### src/rtl/sm_adder_seq.sv
//------------------------------------------------------------------------------
// Module      : sm_adder_seq
// Description : Multi-cycle sign-magnitude adder (z = a + b) with a
//               start/busy/done handshake. Optional macro SM_ADDER_SUB_EN
//               adds an op port that selects a - b.
// Revision    : 1.0 - initial release
//------------------------------------------------------------------------------
`default_nettype none

module sm_adder_seq #(
    parameter int WIDTH = 18
) (
    input  logic             clk,
    input  logic             rst,
    input  logic             start,
`ifdef SM_ADDER_SUB_EN
    input  logic             op,
`endif
    input  logic [WIDTH-1:0] a,
    input  logic [WIDTH-1:0] b,
    output logic             busy,
    output logic             done,
    output logic [WIDTH:0]   z
);

    localparam int c_MW = WIDTH - 1;

    localparam logic [1:0] c_IDLE = 2'd0;
    localparam logic [1:0] c_CMP  = 2'd1;
    localparam logic [1:0] c_EXEC = 2'd2;
    localparam logic [1:0] c_DONE = 2'd3;

    logic [1:0]       r_state;
    logic             r_sa;
    logic             r_sb;
    logic [c_MW-1:0]  r_ma;
    logic [c_MW-1:0]  r_mb;
    logic             r_same;
    logic             r_ge;
    logic [WIDTH:0]   r_z;

    logic             w_sb_in;
    logic [WIDTH-1:0] w_mag;
    logic             w_sign;
    logic             w_sign_n;

`ifdef SM_ADDER_SUB_EN
    // Subtraction is addition with b's sign flipped at capture time.
    assign w_sb_in = b[WIDTH-1] ^ op;
`else
    assign w_sb_in = b[WIDTH-1];
`endif

    always_comb begin
        w_mag  = '0;
        w_sign = 1'b0;
        if (r_same) begin
            w_mag  = {1'b0, r_ma} + {1'b0, r_mb};
            w_sign = r_sa;
        end else if (r_ge) begin
            w_mag  = {1'b0, r_ma - r_mb};
            w_sign = r_sa;
        end else begin
            w_mag  = {1'b0, r_mb - r_ma};
            w_sign = r_sb;
        end
    end

    // A zero magnitude always leaves with a positive sign.
    assign w_sign_n = (w_mag == '0) ? 1'b0 : w_sign;

    always_ff @(posedge clk) begin
        if (!rst) begin
            r_state <= c_IDLE;
            r_sa    <= 1'b0;
            r_sb    <= 1'b0;
            r_ma    <= '0;
            r_mb    <= '0;
            r_same  <= 1'b0;
            r_ge    <= 1'b0;
            r_z     <= '0;
        end else begin
            case (r_state)
                c_IDLE: begin
                    if (start) begin
                        r_sa    <= a[WIDTH-1];
                        r_sb    <= w_sb_in;
                        r_ma    <= a[c_MW-1:0];
                        r_mb    <= b[c_MW-1:0];
                        r_state <= c_CMP;
                    end
                end
                c_CMP: begin
                    r_same  <= (r_sa == r_sb);
                    r_ge    <= (r_ma >= r_mb);
                    r_state <= c_EXEC;
                end
                c_EXEC: begin
                    r_z     <= {w_sign_n, w_mag};
                    r_state <= c_DONE;
                end
                c_DONE: begin
                    r_state <= c_IDLE;
                end
                default: begin
                    r_state <= c_IDLE;
                end
            endcase
        end
    end

    assign busy = (r_state == c_CMP) || (r_state == c_EXEC);
    assign done = (r_state == c_DONE);
    assign z    = r_z;

endmodule

`default_nettype wire

### config.mk
export PLATFORM = sky130hd
export DESIGN_NAME = sm_adder_seq
export DESIGN_NICKNAME = d
export VERILOG_FILES = /design/src/rtl/sm_adder_seq.sv
export SDC_FILE = /design/constraint.sdc
export NUM_CORES = 1
export LEC_CHECK = 0
export ABC_AREA = 1
export CAP_MARGIN = 20
export CORE_MARGIN = 5
export CORE_UTILIZATION = 35
export CTS_CLUSTER_SIZE = 14
export DETAILED_ROUTE_END_ITERATION = 8
export GPL_TIMING_DRIVEN = 1
export PLACE_DENSITY = 0.64
export SLEW_MARGIN = 20
export SYNTH_ARGS = -nofsm -noshare
export SYNTH_HDL_FRONTEND = slang
export SYNTH_SLANG_ARGS = --single-unit
### constraint.sdc
create_clock -name clk -period 3.87 [get_ports clk]
set_input_delay 0.774 -clock clk [delete_from_list [all_inputs] [get_ports clk]]
set_output_delay 0.774 -clock clk [all_outputs]
set_load 0.005 [all_outputs]
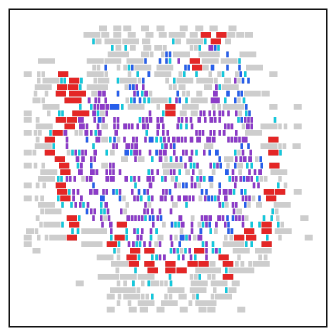
Figure 1: run 1, logic cells by family.
family	colour	cells
nor cells	blue	87
nand cells	purple	300
inv cells	cyan	147
fa/ha/maj cells	red	60
Commonest Layout Cell: nand2_1
logic share of the area: 0.525
fin cells: 1075

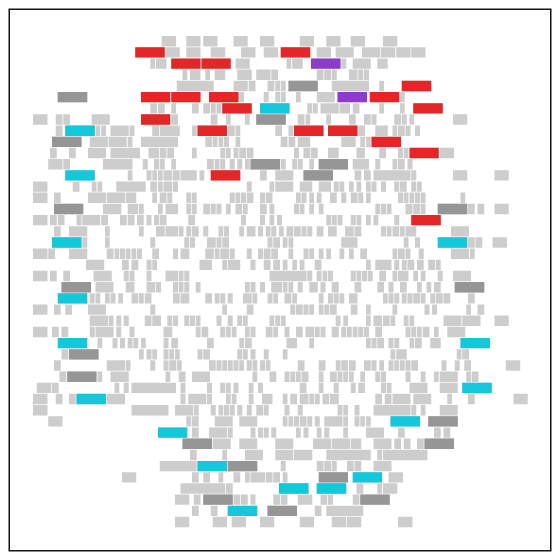
Figure 2: run 1, sequential cells grouped by signal name.
Other sequential cells in the stronger grey, the rest of the logic in the fainter grey.
netlist name	colour	placed flops
r_ma	cyan	17
z	red	19
r_state	purple	2
not coloured	21
post-layout util: 0.428
Seq. pwr: 969 µW

==> flow_summary.ini, run 1 <==
; physical design summary
[run_status]
status = finished clean

[pwr]
intPower_uw = 2650
swShare = 0.495
seqPwrFrac = 0.184
p_clk_frac = 0.188

[floorplan]
die_area_um2 = 17300
io_pins = 60
num_rows = 44
dieWidth_um = 131
coreArea_um2 = 14500
fp_util = 0.356

[yosys]
synth.avg_cell_area_um2 = 6.10
ys_area_um2 = 5150
netlist_instances = 845
floorplan.nets = 944
synth_warnings = 0
yosys.stat.seqShare = 0.229

[sta]
slew_headroom = 0.452
tightestPinTransition_ns = 0.820
finalSetupViolCount = 0
rsz0062_at_grt = false
hold_viol_final = 0
timing.final.ws_setup_ns = 1.27
drv_slew = 0

[clocking]
cts_tree = yes
numCtsBuffers = 9
root_buffer = clkbuf_16
hold_buffers = 0
cts_resized = 0
clockBufferDepth = 2

[final_layout]
stdcell_area_um2 = 6200

[route]
wire_per_inst_um = 13.5
drt_iter0_drc = 345
final_antenna_net_count = 0

[place]
place_area_um2 = 5840
dpl.hpwl_um = 11300
portBuffers = 59

[critical_path]
cpPeakStageDelay_ns = 0.40
cp-end-kind = flip-flop
cp.required_ns = 4.08
crit_family = simple AND/OR/NAND/NOR gates
arrival_ns = 2.81
cpMostUsedCell = nand2_1
cp_num_buf_inv = 1

[job]
log.warning_count = 65

[global_routing]
grt_pass1_vias = 5024
antenna_found_initial = 0
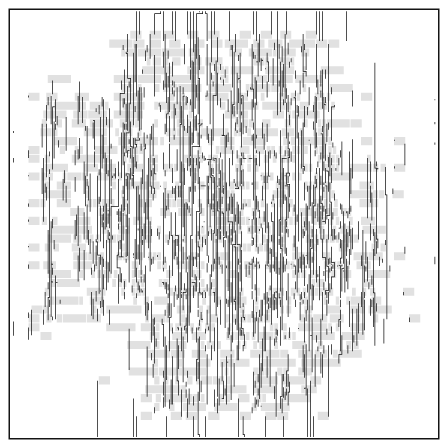
Figure 3: run 1, met2 routing.
Cells faint in the background.
main direction	vertical
wire length on this layer	6940 µm
longest straight run	49.5 µm
met2 GRT Util: 0.295
vias: 5172
Total Wirelength: 14500 µm

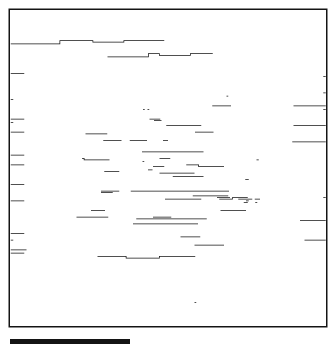
Figure 4: run 1, signal wires on met3.
Bar = 50 µm.
wire length on this layer	652 µm
main direction	horizontal
met3 Use GR: 0.0344

[run 1: metal layers]
layer  track usage  part of all wire  vias up
met5             0                 0        -
met4        0.0594             0.019        0
li1              -                 -     2739
met1         0.210              0.46     2307
met3        0.0344             0.045       20
met2         0.295              0.48      106
[run 1: state kept, by name, summed over array words and instances (netlist names)]
| signal | cells |
|---|---|
| z | 19 |
| r_ma | 17 |
| r_mb | 17 |
| r_state | 2 |
| r_ge | 1 |
| r_sa | 1 |
| r_same | 1 |
| r_sb | 1 |
[run 1: logic make-up (layout without fill, tap and decap cells)]
logic type | Yosys count | after routing | share of synthesized area
AND/OR/NAND/NOR | 390 | 390 | 0.314
buffers and inverters | 179 | 225 | 0.140
AND-OR/OR-AND | 155 | 155 | 0.163
adder cells (fa/ha/maj) | 60 | 60 | 0.150
flip-flops | 59 | 59 | 0.229
XOR/XNOR | 2 | 2 | 0.00340
[run 1: final cells by class]
| type | count | area, µm² |
|---|---|---|
| clock buffers | 10 | 239 |
| clock inverters | 5 | 125 |
| inverters | 147 | 552 |
| well taps | 184 | 230 |
| multi-input cells | 607 | 3250 |
| repair buffers | 63 | 621 |
| fillers | 1584 | 8280 |
| flip-flops and latches | 59 | 1180 |
[run 1: worst paths after layout]
check | from | to | slack, ns | depth (start not counted)
setup reg to reg | r_mb[0] | z[18] | 1.27 | 18
hold / removal | z[3] | z[3] | 0.48 | 2
hold reg to reg | z[3] | z[3] | 0.48 | 2
setup / recovery | r_mb[0] | z[18] | 1.27 | 18
[run 1: cells in the mapped netlist, drive strengths merged]
cell type / number / share of area
a21boi: 2 / 0.0044
fa: 3 / 0.012
nor3: 5 / 0.0049
or2: 1 / 0.0012
nand4: 12 / 0.015
nand3: 52 / 0.050
o21bai: 4 / 0.0058
a211oi: 1 / 0.0015
inv: 143 / 0.10
buf: 15 / 0.021
nor2: 82 / 0.064
o211ai: 6 / 0.0087
nand2: 233 / 0.17
a311oi: 1 / 0.0017
ha: 57 / 0.14
xnor2: 2 / 0.0034
clkinv: 4 / 0.0029
a221oi: 1 / 0.0017
a21oi: 70 / 0.071
dfxtp: 59 / 0.23
and3: 2 / 0.0024
o21ai: 70 / 0.069
nand3b: 3 / 0.0044
clkbuf: 17 / 0.012
[run 1: through the flow]
stage | instances | total power (µW) | utilization
4_1_cts | 1075 | 5280 | 0.428
3_3_place_gp | 1060 | 4240 | 0.403
6_report | 1075 | 5260 | 0.428
2_1_floorplan | 845 | 3370 | -
3_5_place_dp | 1060 | 4260 | 0.403
5_1_grt | 1075 | 5800 | 0.428
[run 1: power groups by stage]
stage | Sequential (µW) | Combinational, µW | Clock (µW)
final | 969 | 3300 | 987
after CTS | 973 | 3300 | 1010
after global routing | 999 | 3770 | 1030
after floorplan | 942 | 2420 | 0
after global placement | 979 | 3260 | 0
after detailed placement | 984 | 3270 | 0
==> run 1 -> run 2 <==
==> constraint.sdc (replaced) <==
create_clock -name clk -period 2.5 [get_ports clk]
set_input_delay 0.5 -clock clk [delete_from_list [all_inputs] [get_ports clk]]
set_output_delay 0.5 -clock clk [all_outputs]
set_load 0.005 [all_outputs]
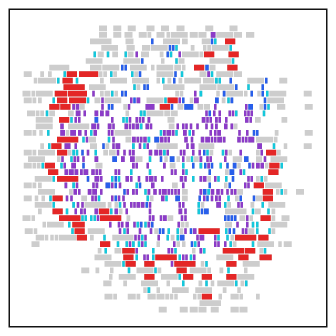
Figure 5: run 2, logic cells by family.
family	colour	cells
fa/ha/maj cells	red	60
inv cells	cyan	147
nand cells	purple	300
nor cells	blue	87
logic share of the area: 0.533
fin cells: 1090

==> flow_summary.ini, run 2 <==
; physical design summary
[yosys]
yosysTopAreaCell = dfxtp_1
synthAoiAreaFrac = 0.163
netlist_instances = 845
top_cell = nand2_1
xor_share = 0.00340
synth_warnings = 0
yosys.stat.seqShare = 0.229
simple_gate_area_frac = 0.314
async_flop_share = 0
edf_count = 0
synth.avg_cell_area_um2 = 6.10
flop_cell = dfxtp_1
synthTopCellsByArea = dfxtp_1, nand2_1, ha_1
floorplan.nets = 944
ys_area_um2 = 5150
synthTopCellsByCount = nand2_1, inv_1, nor2_1, a21oi_1, o21ai_0

[final_layout]
stdcell_area_um2 = 6420
largest_register_ffs = 19
layout.cells.most_common = nand2_1

[route]
wl_met2_um = 6900
final_antenna_net_count = 0
drt_iter0_drc = 362
wl_met3_um = 679

[clocking]
root_buffer = clkbuf_16
clockBufferDepth = 2
hold_buffers = 0

[critical_path]
cp-end-kind = flip-flop
arrival_ns = 2.59
reg2reg_depth = 17
r2r_setup_slack_ns = 0.13
cp.required_ns = 2.72
timing.rr.start = r_ma[5]

[sta]
timing.final.ws_setup_ns = 0.129
hold_viol_final = 0
finalSetupViolCount = 0
tightestPinTransition_ns = 0.458
slew_headroom = 0.694
rsz0062_at_grt = true

[job]
log.warning_count = 66

[worst_hold_path]
holdPathStages = 2
hp-start = z[15]

[floorplan]
fp_util = 0.356
num_rows = 44
die_area_um2 = 17300
dieWidth_um = 131
coreArea_um2 = 14500

[run_status]
status = finished clean

[global_routing]
antenna_found_initial = 0
grt_pass1_vias = 5045

[place]
place_area_um2 = 5940
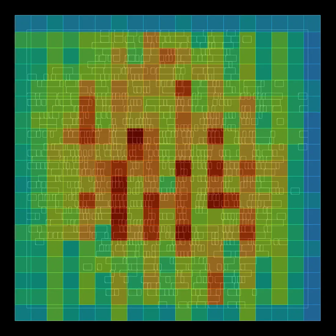
Figure 6: run 2, track usage over the die.
WL/cell: 13.6 µm
post-layout util: 0.443
GR Util All Layers: 0.172

run 2: cell counts after synthesis:
No cell type changed its count.
run 2: critical path, stage by stage (launching register included):
cell      delay, ns
dfxtp_1        0.36
inv_1          0.08
ha_2           0.42
inv_2          0.07
nand2_1        0.06
nand2_1        0.08
a21oi_2        0.14
nand2_2        0.13
a21boi_4       0.20
nand2_1        0.08
nand2_1        0.06
nand2_1        0.08
nor2_1         0.12
nand2_1        0.05
nor2_1         0.09
nand4_1        0.08
nand2_1        0.09
a21oi_2        0.05
run 2: final cells by class:
cell class	count	area, µm²
Fill cell	1525	8060
Multi-Input combinational cell	607	3420
Sequential cell	59	1190
Timing Repair Buffer	77	738
Inverter	147	552
Clock buffer	11	253
Tap cell	184	230
Clock inverter	5	37.5
run 2: worst max path at each step:
stage	cells past startpoint	slack (ns)	from	to
floorplan	18	0.31	r_mb[0]	z[18]
global placement	18	-0.06	r_mb[0]	z[18]
detailed placement	18	-0.08	r_mb[0]	z[18]
CTS	18	0.03	r_mb[0]	z[18]
global route	16	-0.1	r_ma[0]	z[18]
finish	17	0.13	r_ma[5]	z[18]
run 2: routing by layer:
layer  vias to the layer above  GRT usage
li1                       2757          -
met1                      2338      0.212
met2                       106      0.287
met3                        31     0.0413
met4                         0     0.0709
met5                         -          0
run 2: cells by family (layout without fill, tap and decap cells):
family          after synthesis  in the layout
fa+ha+maj                    60             60
xor+xnor                      2              2
flops                        59             59
compound gates              155            155
buf+inv                     179            240
simple gates                390            390
run 2: what timing repair did:
action | in CTS | in global routing
hold endpoints to repair | 0 | 0
gates resized | 3 | 39
pin swaps | 1 | 3
setup endpoints to repair | 1 | 5
buffers inserted | 1 | 1
run 2: per-stage QoR:
stage	cells	power, µW
finish	1090	8310
global route	1090	9150
CTS	1089	8060
detailed placement	1072	6770
global placement	1072	6760
floorplan	845	5210
run 2: power breakdown:
group	internal, µW	switching [µW]	total, µW
logic	2110	3510	5620
clock network	724	472	1200
registers	1250	241	1490
==> run 2 -> run 3 <==
--- a/config.mk
+++ b/config.mk
@@ -11,7 +11,7 @@
 export CORE_UTILIZATION = 35
 export CTS_CLUSTER_SIZE = 14
 export DETAILED_ROUTE_END_ITERATION = 8
-export GPL_TIMING_DRIVEN = 1
+export GPL_TIMING_DRIVEN = 0
 export PLACE_DENSITY = 0.64
 export SLEW_MARGIN = 20
 export SYNTH_ARGS = -nofsm -noshare
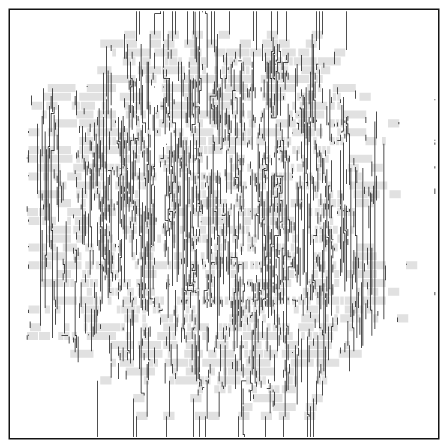
Figure 7: run 3, met2 routing.
Cells faint in the background.
nets with wire on the layer	786
longest straight run	78.2 µm
wire length on this layer	7660 µm
share of all routed wire	48%
vias: 5449
met2 GRT Util: 0.314
Total Wirelength: 16000 µm

==> flow_summary.ini, run 3 <==
; physical design summary
[critical_path]
path_cells = inv_2 > ha_2 > fa_2 > nand3b_1 > nand2_2 > nand2_2 > nand2_1 > nand2_1 > nand3_1 > nand3_1 > nand2_2 > nand2_1 > nor2_1 > nand2_1 > nor2_2 > nand4_1 > nand2_1 > a21oi_2
slowest_stage = dfxtp_4
r2r_setup_slack_ns = 0.06
cpMostUsedCell = nand2_1
reg2reg_depth = 18
cpPeakStageDelay_ns = 0.37

[floorplan]
coreArea_um2 = 14500
fp_util = 0.356
num_rows = 44
die_area_um2 = 17300

[pwr]
pwr-share-comb = 0.682
intPower_uw = 4090
p_clk_frac = 0.142
power_uw = 8440
swShare = 0.515
p_sw_uw = 4350

[yosys]
async_flop_share = 0
yosysTopAreaCell = dfxtp_1
edf_count = 0
netlist_instances = 845
synth.avg_cell_area_um2 = 6.10
synthTopCellsByArea = dfxtp_1, nand2_1, ha_1
ys_area_um2 = 5150
synth_warnings = 0

[worst_hold_path]
hp-start = z[18]

[sta]
tightestPinTransition_ns = 0.703
slew_headroom = 0.531
finalSetupViolCount = 0
hold_viol_final = 0

[final_layout]
fill_cells = 1566
final_core_util = 0.446
layout.cells.most_common = nand2_1
largest_register_ffs = 19

[job]
log.warning_count = 66

[run_status]
status = finished clean

[route]
final_antenna_net_count = 0

[clocking]
clockBufferDepth = 2
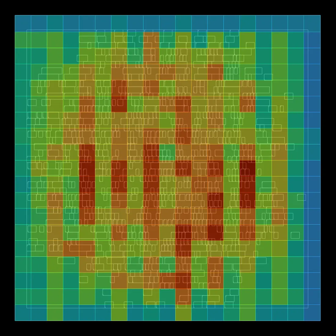
Figure 8: run 3, track usage over the die.
met1 Track Usage GR: 0.230
met3 Use GR: 0.0363
WL/cell: 14.5 µm
GR Util All Layers: 0.184

==> run 3: area by class of cell <==
type                       count  area (µm²)  area share
buffer                        32         180      0.0279
clock buffer                  11         243      0.0376
clock inverter                 3        40.0     0.00620
inverter                     147         554      0.0859
multi-input combinational    607        3400       0.527
sequential                    59        1190       0.185
tap                          184         230      0.0357
timing repair buffer          62         611      0.0946
==> run 3: routing by layer <==
metal  part of all wire  global-route usage  up-vias  wire length (µm)
met5                  0                   0        -                 0
met4              0.021              0.0640        0               328
met3              0.054              0.0363       19               861
met2               0.48               0.314      140              7660
met1               0.45               0.230     2482              7150
li1                   -                   -     2808                 -
==> run 3: cell families after synthesis <==
kind of cell / after synthesis / synth area share
AOI/OAI and AO/OA: 155 / 0.163
buffers and inverters: 179 / 0.140
and+or+nand+nor: 390 / 0.314
adders and majority gates: 60 / 0.150
DFF: 59 / 0.229
xor gates and xnor gates: 2 / 0.00340
==> run 3: how the worst max path moves through the flow <==
stage | from | end
final | r_mb[0] | z[18]
after CTS | r_ma[0] | z[18]
after global routing | r_mb[0] | z[18]
after floorplan | r_mb[0] | z[18]
after detailed placement | r_mb[0] | z[18]
after global placement | r_mb[0] | z[18]
==> run 3: timing repair <==
action                                  CTS  global route
hold buffers                              0             0
hold endpoints to repair                  0             0
pin swaps                                 3            12
endpoints found under the setup margin    1             2
gates resized                             6            57
buffers inserted                          0             4
==> run 3: worst max-delay path: cells and delay by family (launching register included) <==
family | cells | cell delay [ns]
flip-flops | 1 | 0.37
AND-OR/OR-AND | 1 | 0.05
adder cells (fa/ha/maj) | 2 | 0.51
buffers and inverters | 1 | 0.05
AND/OR/NAND/NOR | 14 | 1.32
==> run 3: power by group through the flow <==
stage                     logic (µW)  registers (µW)  clock network, µW
final                           5760            1490               1200
after global routing            6500            1530               1260
after CTS                       5360            1470               1220
after detailed placement        5310            1490                  0
after global placement          5300            1480                  0
after floorplan                 3750            1460                  0
==> run 3: through the flow <==
stage / setup TNS [ns] / area, µm² / setup slack, ns / std cells
floorplan: 0 / 5150 / 0.313 / 845
global placement: -0.0771 / 5970 / -0.0771 / 1087
detailed placement: -0.0960 / 5970 / -0.0960 / 1087
CTS: 0 / 6260 / 0.000313 / 1101
global route: -0.125 / 6450 / -0.125 / 1105
finish: 0 / 6450 / 0.0609 / 1105
Power is estimated from default activity; no workload was simulated.
